### config.mk
export PLATFORM = sky130hd
export DESIGN_NAME = mix_columns_engine
export DESIGN_NICKNAME = d
export VERILOG_FILES = /design/src/rtl/mix_columns_pkg.sv /design/src/rtl/mix_column_word.sv /design/src/rtl/mix_columns_engine.sv
export SDC_FILE = /design/constraint.sdc
export NUM_CORES = 1
export LEC_CHECK = 0
export CAP_MARGIN = 30
export CELL_PAD_IN_SITES_DETAIL_PLACEMENT = 0
export CELL_PAD_IN_SITES_GLOBAL_PLACEMENT = 2
export CORE_ASPECT_RATIO = 1.5
export CORE_MARGIN = 2
export CORE_UTILIZATION = 34
export CTS_BUF_LIST = sky130_fd_sc_hd__clkbuf_16
export DETAILED_ROUTE_END_ITERATION = 16
export HOLD_SLACK_MARGIN = 0.15
export PLACE_DENSITY_LB_ADDON = 0.1
export SLEW_MARGIN = 15
export SYNTH_ARGS = -nofsm -noshare
export SYNTH_HDL_FRONTEND = slang
export SYNTH_SLANG_ARGS = --single-unit
### constraint.sdc
create_clock -name clk -period 3.2 [get_ports clk]
set_input_delay 0.64 -clock clk [delete_from_list [all_inputs] [get_ports clk]]
set_output_delay 0.64 -clock clk [all_outputs]
set_load 0.01 [all_outputs]
### src/rtl/mix_columns_pkg.sv
// Shared types and GF(2^8) helpers for the MixColumns engine.
// The inverse constants are only consumed when MIX_COLUMNS_INV_EN is defined.
package mix_columns_pkg;

  typedef enum logic [1:0] {
    IDLE = 2'd0,
    BUSY = 2'd1,
    DONE = 2'd2
  } state_t;

  localparam logic [7:0] GF_POLY = 8'h1B;

  function automatic logic [7:0] xtime(input logic [7:0] x);
    return {x[6:0], 1'b0} ^ (x[7] ? GF_POLY : 8'h00);
  endfunction

  // Constants decomposed into sums of powers of two: 09=8+1, 0B=8+2+1, 0D=8+4+1, 0E=8+4+2.
  function automatic logic [7:0] gf_mul_const(input logic [7:0] x, input logic [7:0] c);
    logic [7:0] x2;
    logic [7:0] x4;
    logic [7:0] x8;
    x2 = xtime(x);
    x4 = xtime(x2);
    x8 = xtime(x4);
    case (c)
      8'h02:   return x2;
      8'h03:   return x2 ^ x;
      8'h09:   return x8 ^ x;
      8'h0B:   return x8 ^ x2 ^ x;
      8'h0D:   return x8 ^ x4 ^ x;
      8'h0E:   return x8 ^ x4 ^ x2;
      default: return x;
    endcase
  endfunction

endpackage

### src/rtl/mix_column_word.sv
// Combinational MixColumns on one 32-bit column (row r in byte r).
// Inverse datapath exists only when MIX_COLUMNS_INV_EN is defined.
module mix_column_word
  import mix_columns_pkg::*;
(
  input  logic [31:0] col_in,
  input  logic        inv,
  output logic [31:0] col_out
);

  logic [7:0] b [4];

  for (genvar r = 0; r < 4; r++) begin : g_row
    localparam int R1 = (r + 1) % 4;
    localparam int R2 = (r + 2) % 4;
    localparam int R3 = (r + 3) % 4;
    logic [7:0] fwd;

    assign b[r] = col_in[8*r +: 8];
    assign fwd  = gf_mul_const(b[r], 8'h02) ^ gf_mul_const(b[R1], 8'h03) ^ b[R2] ^ b[R3];

`ifdef MIX_COLUMNS_INV_EN
    logic [7:0] bwd;
    assign bwd = gf_mul_const(b[r], 8'h0E) ^ gf_mul_const(b[R1], 8'h0B) ^
                 gf_mul_const(b[R2], 8'h0D) ^ gf_mul_const(b[R3], 8'h09);
    assign col_out[8*r +: 8] = inv ? bwd : fwd;
`else
    assign col_out[8*r +: 8] = fwd;
`endif
  end

`ifndef MIX_COLUMNS_INV_EN
  logic unused_inv;
  assign unused_inv = inv;
`endif

endmodule

### src/rtl/mix_columns_engine.sv
// Iterative AES MixColumns engine: COLS_PER_CYCLE columns transformed in place per clock.
// Define MIX_COLUMNS_INV_EN to build the InvMixColumns path and honour in_inv.
module mix_columns_engine
  import mix_columns_pkg::*;
#(
  parameter int COLS_PER_CYCLE = 1,
  parameter int STATE_W        = 128
) (
  input  logic               clk,
  input  logic               rst_n,
  input  logic               in_valid,
  output logic               in_ready,
  input  logic [STATE_W-1:0] in_data,
  input  logic               in_inv,
  output logic               out_valid,
  input  logic               out_ready,
  output logic [STATE_W-1:0] out_data
);

  localparam int         GROUPS   = 4 / COLS_PER_CYCLE;
  localparam logic [1:0] LAST_GRP = 2'(GROUPS - 1);

  if (STATE_W != 128) begin : g_bad_state_w
    $error("mix_columns_engine: STATE_W must be 128");
  end
  if (COLS_PER_CYCLE != 1 && COLS_PER_CYCLE != 2 && COLS_PER_CYCLE != 4) begin : g_bad_cols
    $error("mix_columns_engine: COLS_PER_CYCLE must be 1, 2 or 4");
  end

  state_t             state;
  state_t             state_nxt;
  logic [1:0]         cnt;
  logic [STATE_W-1:0] work;
  logic [STATE_W-1:0] work_nxt;
  logic               op_inv;
  logic               accept;
  logic               last_grp;

  assign in_ready  = (state == IDLE) || (state == DONE && out_ready);
  assign out_valid = (state == DONE);
  assign accept    = in_valid && in_ready;
  assign last_grp  = (cnt == LAST_GRP);

  always_ff @(posedge clk or negedge rst_n) begin
    if (!rst_n) state <= IDLE;
    else        state <= state_nxt;
  end

  always_comb begin
    state_nxt = state;
    case (state)
      IDLE:    if (in_valid) state_nxt = BUSY;
      BUSY:    if (last_grp) state_nxt = DONE;
      DONE:    if (out_ready) state_nxt = in_valid ? BUSY : IDLE;
      default: state_nxt = IDLE;
    endcase
  end

  logic [1:0]  col_sel [COLS_PER_CYCLE];
  logic [31:0] col_in  [COLS_PER_CYCLE];
  logic [31:0] col_out [COLS_PER_CYCLE];

  // Group g covers columns g*COLS_PER_CYCLE .. g*COLS_PER_CYCLE+COLS_PER_CYCLE-1.
  for (genvar k = 0; k < COLS_PER_CYCLE; k++) begin : g_col
    assign col_sel[k] = 2'(int'(cnt) * COLS_PER_CYCLE + k);
    assign col_in[k]  = work[{col_sel[k], 5'd0} +: 32];

    mix_column_word u_word (
      .col_in  (col_in[k]),
      .inv     (op_inv),
      .col_out (col_out[k])
    );
  end

  always_comb begin
    work_nxt = work;
    for (int k = 0; k < COLS_PER_CYCLE; k++) begin
      work_nxt[{col_sel[k], 5'd0} +: 32] = col_out[k];
    end
  end

`ifdef MIX_COLUMNS_INV_EN
  logic work_inv;
  assign op_inv = work_inv;
`else
  logic unused_in_inv;
  assign op_inv        = 1'b0;
  assign unused_in_inv = in_inv;
`endif

  always_ff @(posedge clk or negedge rst_n) begin
    if (!rst_n) begin
      cnt      <= 2'd0;
      work     <= '0;
      out_data <= '0;
`ifdef MIX_COLUMNS_INV_EN
      work_inv <= 1'b0;
`endif
    end else if (accept) begin
      cnt  <= 2'd0;
      work <= in_data;
`ifdef MIX_COLUMNS_INV_EN
      work_inv <= in_inv;
`endif
    end else if (state == BUSY) begin
      work <= work_nxt;
      if (last_grp) begin
        cnt      <= 2'd0;
        out_data <= work_nxt;
      end else begin
        cnt <= cnt + 2'd1;
      end
    end
  end

endmodule

**Run 1: I/O nets highlighted**

Scale bar: 50 µm.
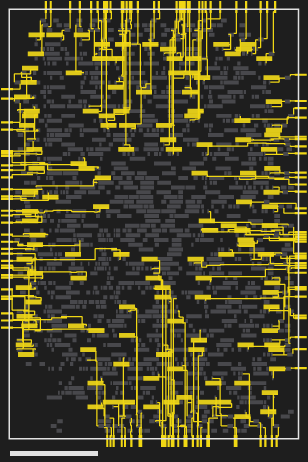
legend:
  out_data:
    color: yellow
    bits: 128
    direction: output
    edge: 35 top, 34 right, 31 left, 28 bottom
    end_cells: 128
    buffers: 128
    wire: 5440 µm

**Run 1: clock wires, drivers and flops**

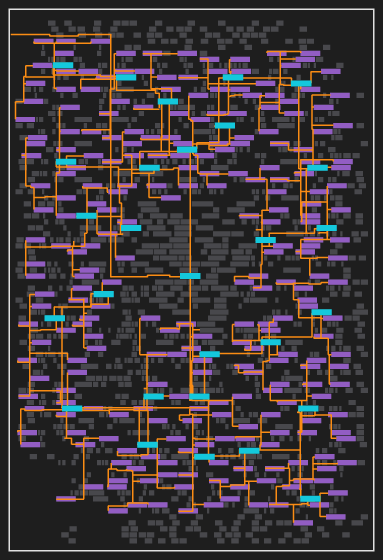
legend:
  cells driving clock nets:
    color: cyan
    count: 28
  flip-flops:
    color: purple
    count: 260
  clock wires:
    color: orange
    length: 3770 µm
routed clock nets: 29

**Run 1: where the registers sit**

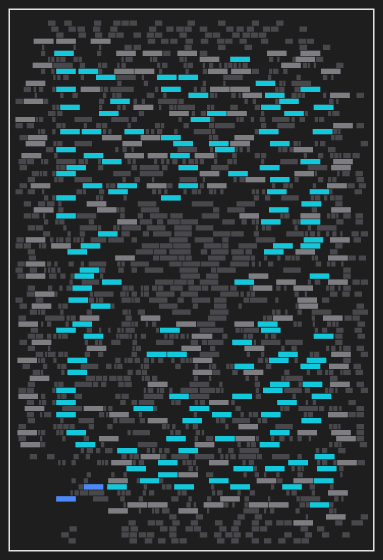
legend:
  state:
    color: blue
    placed_flops: 2
  work:
    color: cyan
    placed_flops: 128
    where: widely spread

==> ci_impl_report.md, run 1 <==
## PnR job results

| Metric | Value |
|---|---|
| Root Driver | clkbuf_16 |
| Post-route cell area | between 15000 and 20000 µm² |
| Drt drc | 0 |
| Length in cells of the worst reg-to-reg path | 5 |
| Fin crit share | about 87% |
| Status | finished clean |
| Non-clk bufs | about 320 |
| Logic Gate Count | slightly below 800 |
| Worst path top cell family by delay | XOR/XNOR gates |
| Hold path cells | 2 |
| GR Util met2 | 46.17% |
| Core area | ~38000 µm² |
| Commonest Layout Cell | clkdlybuf4s50_1 |
| CP Max Fanout | 18 |
| Fraction of layout cells with a size suffix above 1 | 11.27% |
| Area fraction in mux cells | between 5 and 6% |
| Yosys Instances | 1166 |
| Total CTS buffers | 28 |
| Adder share | less than 1% |
| Grt peak-use layer | met2 |
| Clock transition at path regs | 0.06 ns |
| Log Warnings | 34 |
| RSZ-0062 raised after global routing | no |
| Max-slew violations | 0 |
| Grt ovf | 0 |
| Minimum clock period | 2.773 ns |
| Post-synthesis average cell area | approximately 11 µm² |
| Area fraction in compound gates | between 20% and 30% |
| Worst r2r dst | out_data[24] |
| GRT met1 Usage | between 30% and 40% |
| Max layer used | met4 |
| Crit path buffers/inverters | 1 |
| Met2 wire length | around 27000 µm |
| Synthesized Nets | roughly 1300 |
| CP Launch Point | cnt[0] |
| Seq share, synth | 49.85% |
| Via count | roughly 11000 |
| Netlist cell types | roughly 40 |
| Crit path launch type | register |
| Sequential cell count | 260 |
| Post-CTS setup buffer count | 0 |
| Max-area cell share | between 40% and 50% |
| FF+latch count, synth | 260 |
| First-pass GRT wire length | 77530 µm |
| Synth area leader | dfrtp_1 |
| GR Util met3 | 2.917% |
| Final wirelength | around 53000 µm |
| XOR Share, Synth | 11.06% |
| Stages on worst setup path | 5 |
| RR Startpoint | cnt[0] |
| Inverters | 7 |
| Post-Synth Simple-Gate Area | 5.388% |
| Critical path capture point type | register |
| Final ANT Viol Nets | 0 |
| Post-cts repair resize count | 0 |
| Clk tree area frac | approximately 5.2% |
| Post-synth ARST share | 100.0% |
| Area growth, synth to finish | 32.60% |
| Ports | between 200 and 300 |
| R2r setup slk | around 0.43 ns |
| Iteration-0 DRC Markers | roughly 850 |
| Max Freq | between 0.3 and 0.4 GHz |
| Yosys chip area | 13050 µm² |
| Fin Setup TNS | 0 ns |
| Post-synth EDFFs | 0 |
| Leading cell types by count after synthesis | dfrtp_1 (260), a21oi_1 (128), a22oi_1 (127) |
| CP Data Required Time | approximately 3.7 ns |
| H-tree level count | 1 |
| Met3 WL | around 2300 µm |
| Worst Setup EP | out_data[24] |
| GRT Util Overall | 26.20% |
| CTS Sinks | approximately 260 |
| Worst Clk Skew | 0.01347 ns |
| Hold crit path type | reg -> reg |
| Placed Area | about 16000 µm² |
| Worst slew margin relative to its limit | about half |
| Hold Buf Count CTS | 1 |
| Initial antenna violation count | 0 |
==> run 2: changes to the inputs <==
- ABC_CLOCK_PERIOD_IN_PS: not set -> 3200
- GPL_TIMING_DRIVEN: not set -> 1
**Run 2: where the registers sit**

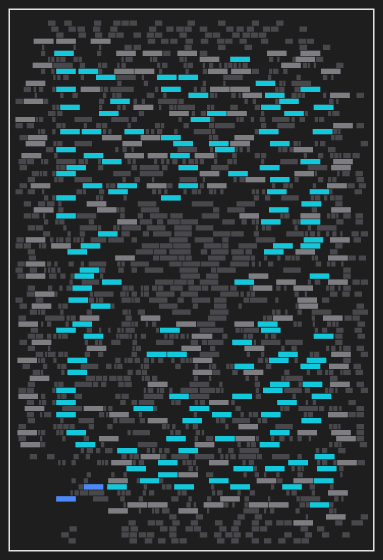
legend:
  work:
    color: cyan
    placed_flops: 128
    where: widely spread
  state:
    color: blue
    placed_flops: 2

==> run 2 against run 1 <==
Die size is the same; critical path type unchanged; global-route usage did not move; critical endpoint unchanged; cell count unchanged; non-clock buffer count stayed put; final area stayed put.
==> ci_impl_report.md, run 2 <==
## PnR job results

| Metric | Value |
|---|---|
| Max layer used | met4 |
| Grt ovf | 0 |
| Worst path top cell family by delay | XOR/XNOR gates |
| Final ANT Viol Nets | 0 |
| Commonest Layout Cell | clkdlybuf4s50_1 |
| Dominant comb cell | AND-OR/OR-AND gates |
| Post-synthesis average cell area | 11.19 µm² |
| Post-synth EDFFs | 0 |
| Inverters | 7 |
| Length in cells of the worst reg-to-reg path | 5 |
| XOR Share, Synth | between 10 and 15% |
| H-tree level count | 1 |
| Iteration-0 DRC Markers | ~850 |
| Hold path cells | 2 |
| Yosys chip area | roughly 13000 µm² |
| CP Data Required Time | approximately 3.7 ns |
| Crit path launch type | register |
| Post-Synth Simple-Gate Area | under 10% |
| Most frequent logic cells in the routed design | clkdlybuf4s50_1 (260), dfrtp_1 (258), a21oi_1 (128) |
| Max-area cell share | between 40% and 50% |
| Sequential cell count | between 200 and 300 |
| Critical path capture point type | register |
| Worst slew margin relative to its limit | between 50 and 60% |
| Via count | 10990 |
| CTS Sinks | about 260 |
| Max Freq | 0.3606 GHz |
| GRT Util Overall | 26.20% |
| Final wirelength | 52520 µm |
| Clock transition at path regs | roughly 0.06 ns |
| Fin crit share | between 80 and 90% |
| Critical Setup Path Class | reg -> reg |
| Dpl ws | 0.4430 ns |
| Post-CTS setup buffer count | 0 |
| Crit path buffers/inverters | 1 |
| Seq share, synth | between 40% and 50% |
| Hold crit path type | reg -> reg |
| Fin Setup TNS | 0 ns |
| R2r setup slk | 0.43 ns |
| Area fraction in compound gates | between 20% and 30% |
| Total CTS buffers | 28 |
| Placed Area | about 16000 µm² |
| Post-synth ARST share | 100.0% |
| Max-slew violations | 0 |
| Detailed Routing Iterations Pass 1 | 5 |
| Synthesized Nets | around 1300 |
| Drt drc | 0 |
| Worst r2r dst | out_data[24] |
| Root Driver | clkbuf_16 |
| RR Startpoint | cnt[0] |
| Post-route cell area | 17310 µm² |
| Clk tree area frac | around 5.2% |
| Area fraction in mux cells | under 10% |
| Netlist cell types | approximately 40 |
| Status | finished clean |
| Worst Setup EP | out_data[24] |
| Non-clk bufs | between 300 and 400 |
| Adder share | less than 1% |
| FF+latch count, synth | roughly 260 |
| Area growth, synth to finish | 32.60% |
| CP Launch Point | cnt[0] |
| RSZ-0062 raised after global routing | no |
| Synth area leader | dfrtp_1 |
| Minimum clock period | between 2 and 3 ns |
| First-pass GRT wire length | about 78000 µm |
| Met2 wire length | about 27000 µm |
| Worst Clk Skew | 0.01347 ns |
| Log Warnings | 34 |
| Met3 WL | ~2300 µm |
| Stages on worst setup path | 5 |
| Post-cts repair resize count | 0 |
**Run 2: congestion heat map**

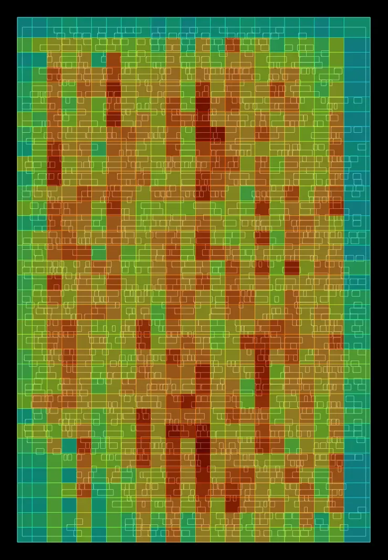
final core utilization: 45.82%
grt peak-use layer: met2
GR Util met3: 2.917%
GRT met1 Usage: 33.26%
GR Util met2: 46.17%

